`src/rtl/mem_arb_pkg.sv`:
```
// mem_arb_pkg: shared types and constants for the memory arbiter.
//   state_t  - arbiter FSM states (IDLE, ISSUE, WAIT, DONE)
//   grant_t  - owner of the current transaction (loader, video, CPU)
//   TIMEOUT_DEFAULT - default cycle budget for mem_ready in WAIT
package mem_arb_pkg;

    typedef enum logic [1:0] {
        IDLE  = 2'd0,
        ISSUE = 2'd1,
        WAIT  = 2'd2,
        DONE  = 2'd3
    } state_t;

    typedef enum logic [1:0] {
        G_LDR = 2'd0,
        G_VID = 2'd1,
        G_CPU = 2'd2
    } grant_t;

    localparam int unsigned TIMEOUT_DEFAULT = 15;

endpackage

```
`src/rtl/mem_arbiter_pick.sv`:
```
// arb_pick: grant selection for the memory arbiter.
//   clk_sys, RESET     - clock, synchronous active-low reset
//   ldr_req, vid_req,
//   cpu_req            - pending requests
//   take               - the FSM latches the current grant this cycle
//   any                - at least one request pending
//   grant              - selected requester (grant_t encoding)
// Loader always wins. Video and CPU alternate: vid_first marks which of
// the two is preferred on a tie and flips toward the one not just served.
module arb_pick
    import mem_arb_pkg::*;
(
    input  logic       clk_sys,
    input  logic       RESET,
    input  logic       ldr_req,
    input  logic       vid_req,
    input  logic       cpu_req,
    input  logic       take,
    output logic       any,
    output logic [1:0] grant
);

    logic   vid_first;
    grant_t g;

    always_comb begin
        g = G_LDR;
        if (ldr_req)
            g = G_LDR;
        else if (vid_req && cpu_req)
            g = vid_first ? G_VID : G_CPU;
        else if (vid_req)
            g = G_VID;
        else if (cpu_req)
            g = G_CPU;
    end

    assign grant = g;
    assign any   = ldr_req | vid_req | cpu_req;

    // Loader grants leave the video/CPU pointer untouched.
    always_ff @(posedge clk_sys) begin
        if (!RESET)
            vid_first <= 1'b1;
        else if (take && !ldr_req && (vid_req || cpu_req))
            vid_first <= (g == G_CPU);
    end

endmodule

```
`src/rtl/mem_arbiter.sv`:
```
// mem_arbiter: three-way arbiter (loader, video, CPU) onto a single
// byte-wide memory port with handshake and timeout.
//   clk_sys, RESET                 - clock, synchronous active-low reset
//   ldr_req/ldr_addr/ldr_data      - loader write request; ldr_ack pulse
//   cpu_req/cpu_we/cpu_addr/cpu_din- CPU request; cpu_dout data, cpu_ack pulse
//   vid_req/vid_addr               - video read request; vid_dout, vid_ack pulse
//   mem_addr/mem_din/mem_rd/mem_we - memory command (strobes one cycle)
//   mem_dout/mem_ready             - memory read data and completion
//   err                            - sticky timeout flag, cleared by reset
module mem_arbiter
    import mem_arb_pkg::*;
#(
    parameter int unsigned ADDR_W  = 16,
    parameter int unsigned TIMEOUT = TIMEOUT_DEFAULT
) (
    input  logic              clk_sys,
    input  logic              RESET,
    input  logic              ldr_req,
    input  logic [ADDR_W-1:0] ldr_addr,
    input  logic [7:0]        ldr_data,
    output logic              ldr_ack,
    input  logic              cpu_req,
    input  logic              cpu_we,
    input  logic [ADDR_W-1:0] cpu_addr,
    input  logic [7:0]        cpu_din,
    output logic [7:0]        cpu_dout,
    output logic              cpu_ack,
    input  logic              vid_req,
    input  logic [ADDR_W-1:0] vid_addr,
    output logic [7:0]        vid_dout,
    output logic              vid_ack,
    output logic [ADDR_W-1:0] mem_addr,
    output logic [7:0]        mem_din,
    output logic              mem_rd,
    output logic              mem_we,
    input  logic [7:0]        mem_dout,
    input  logic              mem_ready,
    output logic              err
);

    localparam logic [3:0] TO_CNT = 4'(TIMEOUT);

    state_t     state;
    grant_t     gnt;
    grant_t     pick_g;
    logic [1:0] pick_grant;
    logic       pick_any;
    logic       is_wr;
    logic [3:0] cnt;
    logic [7:0] rd_val;

    arb_pick u_pick (
        .clk_sys (clk_sys),
        .RESET   (RESET),
        .ldr_req (ldr_req),
        .vid_req (vid_req),
        .cpu_req (cpu_req),
        .take    (state == IDLE),
        .any     (pick_any),
        .grant   (pick_grant)
    );

    assign pick_g = grant_t'(pick_grant);
    // A timed-out read returns all ones.
    assign rd_val = mem_ready ? mem_dout : 8'hFF;

    always_ff @(posedge clk_sys) begin
        if (!RESET) begin
            state    <= IDLE;
            gnt      <= G_LDR;
            is_wr    <= 1'b0;
            cnt      <= '0;
            mem_addr <= '0;
            mem_din  <= '0;
            mem_rd   <= 1'b0;
            mem_we   <= 1'b0;
            ldr_ack  <= 1'b0;
            cpu_ack  <= 1'b0;
            vid_ack  <= 1'b0;
            cpu_dout <= '0;
            vid_dout <= '0;
            err      <= 1'b0;
        end else begin
            mem_rd  <= 1'b0;
            mem_we  <= 1'b0;
            ldr_ack <= 1'b0;
            cpu_ack <= 1'b0;
            vid_ack <= 1'b0;
            case (state)
                IDLE: begin
                    // Strobes are registered here so they are high during ISSUE.
                    if (pick_any) begin
                        gnt   <= pick_g;
                        state <= ISSUE;
                        case (pick_g)
                            G_LDR: begin
                                mem_addr <= ldr_addr;
                                mem_din  <= ldr_data;
                                is_wr    <= 1'b1;
                                mem_we   <= 1'b1;
                            end
                            G_VID: begin
                                mem_addr <= vid_addr;
                                mem_din  <= '0;
                                is_wr    <= 1'b0;
                                mem_rd   <= 1'b1;
                            end
                            G_CPU: begin
                                mem_addr <= cpu_addr;
                                mem_din  <= cpu_din;
                                is_wr    <= cpu_we;
                                mem_we   <= cpu_we;
                                mem_rd   <= !cpu_we;
                            end
                            default: ;
                        endcase
                    end
                end
                ISSUE: begin
                    cnt   <= '0;
                    state <= WAIT;
                end
                WAIT: begin
                    // Acks are registered here so they are high during DONE.
                    if (mem_ready || cnt == TO_CNT) begin
                        if (!is_wr) begin
                            if (gnt == G_VID) vid_dout <= rd_val;
                            if (gnt == G_CPU) cpu_dout <= rd_val;
                        end
                        if (!mem_ready) err <= 1'b1;
                        case (gnt)
                            G_LDR:   ldr_ack <= 1'b1;
                            G_VID:   vid_ack <= 1'b1;
                            G_CPU:   cpu_ack <= 1'b1;
                            default: ;
                        endcase
                        state <= DONE;
                    end else begin
                        cnt <= cnt + 4'd1;
                    end
                end
                DONE: state <= IDLE;
                default: state <= IDLE;
            endcase
        end
    end

endmodule

```
`config.mk`:
```
export PLATFORM = sky130hd
export DESIGN_NAME = mem_arbiter
export DESIGN_NICKNAME = d
export VERILOG_FILES = /design/src/rtl/mem_arb_pkg.sv /design/src/rtl/mem_arbiter_pick.sv /design/src/rtl/mem_arbiter.sv
export SDC_FILE = /design/constraint.sdc
export NUM_CORES = 1
export LEC_CHECK = 0
export CAP_MARGIN = 20
export CELL_PAD_IN_SITES_DETAIL_PLACEMENT = 1
export CELL_PAD_IN_SITES_GLOBAL_PLACEMENT = 2
export CORE_UTILIZATION = 21
export CTS_CLUSTER_SIZE = 24
export DETAILED_ROUTE_END_ITERATION = 7
export PLACE_DENSITY = 0.74
export SYNTH_ARGS = -nofsm -noshare
export SYNTH_HDL_FRONTEND = slang
export SYNTH_HIERARCHICAL = 1
export SYNTH_SLANG_ARGS = --single-unit
```
`constraint.sdc`:
```
create_clock -name clk_sys -period 2.05 [get_ports clk_sys]
set_input_delay 0.41 -clock clk_sys [delete_from_list [all_inputs] [get_ports clk_sys]]
set_output_delay 0.41 -clock clk_sys [all_outputs]
set_load 0.1 [all_outputs]
```
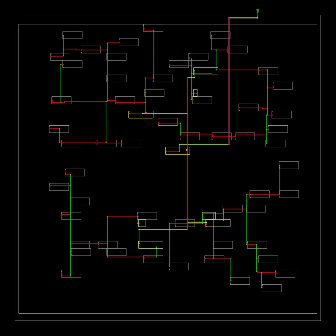
(images/final_clocks.png)
number of sinks driven by the clock tree: 56
number of buffers inserted during clock tree synthesis: 5

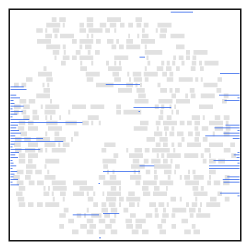
(images/met3.png)
Drawn at 2 px/um. Cells faint in the background.
main direction	horizontal
share of all routed wire	4.8%

==> impl.org <==
* Implementation run

** Logic synthesis
- Number of enable flip-flop cells :: 0
- The area fraction of the largest cell type after synthesis is approximately two fifths.
- When the netlist entered floorplanning its net count stood at around 380.
- Of the total synthesized cell area, the portion taken by AND-OR and OR-AND cells is between 20% and 30%.

** Floorplan
- Floorplan Core Area :: between 10000 and 15000 um^2

** Setup path
- Critical Path End :: is_wr
- The largest single stage delay on the critical path is around 0.27 ns.

** CTS
- In this run the post-CTS setup repair buffer count came out at 5.

** Power and ir drop
- The power report lists the sequential group at roughly 1.4 mW.

** Drt
- In this run, the number of DRC markers left after iteration 0 of detailed routing was 61.
- Via density per instance :: between 4 and 5
- Initial DRT Pass Iterations :: 4

** STA
- After routing, the total negative slack on setup checks comes to 0 ns.
- Slew at the pin closest to its max-slew limit :: approximately 0.58 ns
- Max_slew headroom :: about 61%

** GRT
- Remaining global-route overflow :: 0
- The via count of the first global-routing pass was 2856.
- Met1 GRT Util :: about 16%

** Outcome
- The run finished with clean final reports.

** Cells and area
- At the end of the flow the core is filled with cells to approximately 36%.

** Run
- The logs give a warning total of 32.
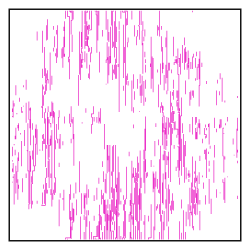
(images/met2.png)
Drawn at 2 px/um.
nets with wire on the layer	456
longest straight run	46.7 um
share of all routed wire	51%
main direction	vertical
wire length on this layer	4660 um
final WL: 9.118 mm
routed vias: 2722
met2 capacity usage during global routing: 26.10%

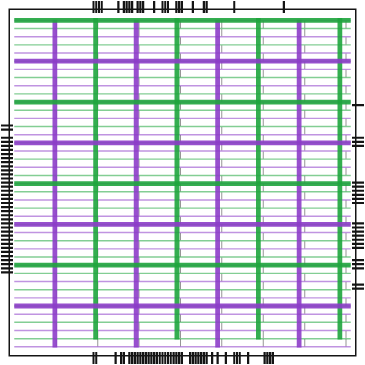
(images/pdn.png)
Drawn at 3 px/um. Pins as bars on the die edge. Tap cells in gray.
color	net
purple	VSS
green	VDD
met5 straps	8
met4 straps	8
die extent in x: 115.0 um
die boundary height: 115.0 um
Max rail drop VDD: 842.4 uV

-- area by class of cell --
type                    count  share of cell area (%)
multi-input cells         206                   34.55
repair buffers            148                   30.75
flip-flops and latches     56                   25.61
well taps                 168                   4.801
clock buffers               7                   3.258
inverters                  10                  0.8574
clock inverters             1                  0.1715
-- worst reg2reg max path: stages (launching register included) --
cell and delay (ns):
sky130_fd_sc_hd__dfxtp_1 0.39, sky130_fd_sc_hd__nor2b_2 0.07, sky130_fd_sc_hd__nor3b_2 0.24, sky130_fd_sc_hd__buf_4 0.16, sky130_fd_sc_hd__ha_1 0.13, sky130_fd_sc_hd__and3b_2 0.27, sky130_fd_sc_hd__buf_4 0.16, sky130_fd_sc_hd__buf_4 0.17
sky130_fd_sc_hd__a211oi_1 0.19
Power figures rest on the tool's default switching activity, not on a simulated workload.
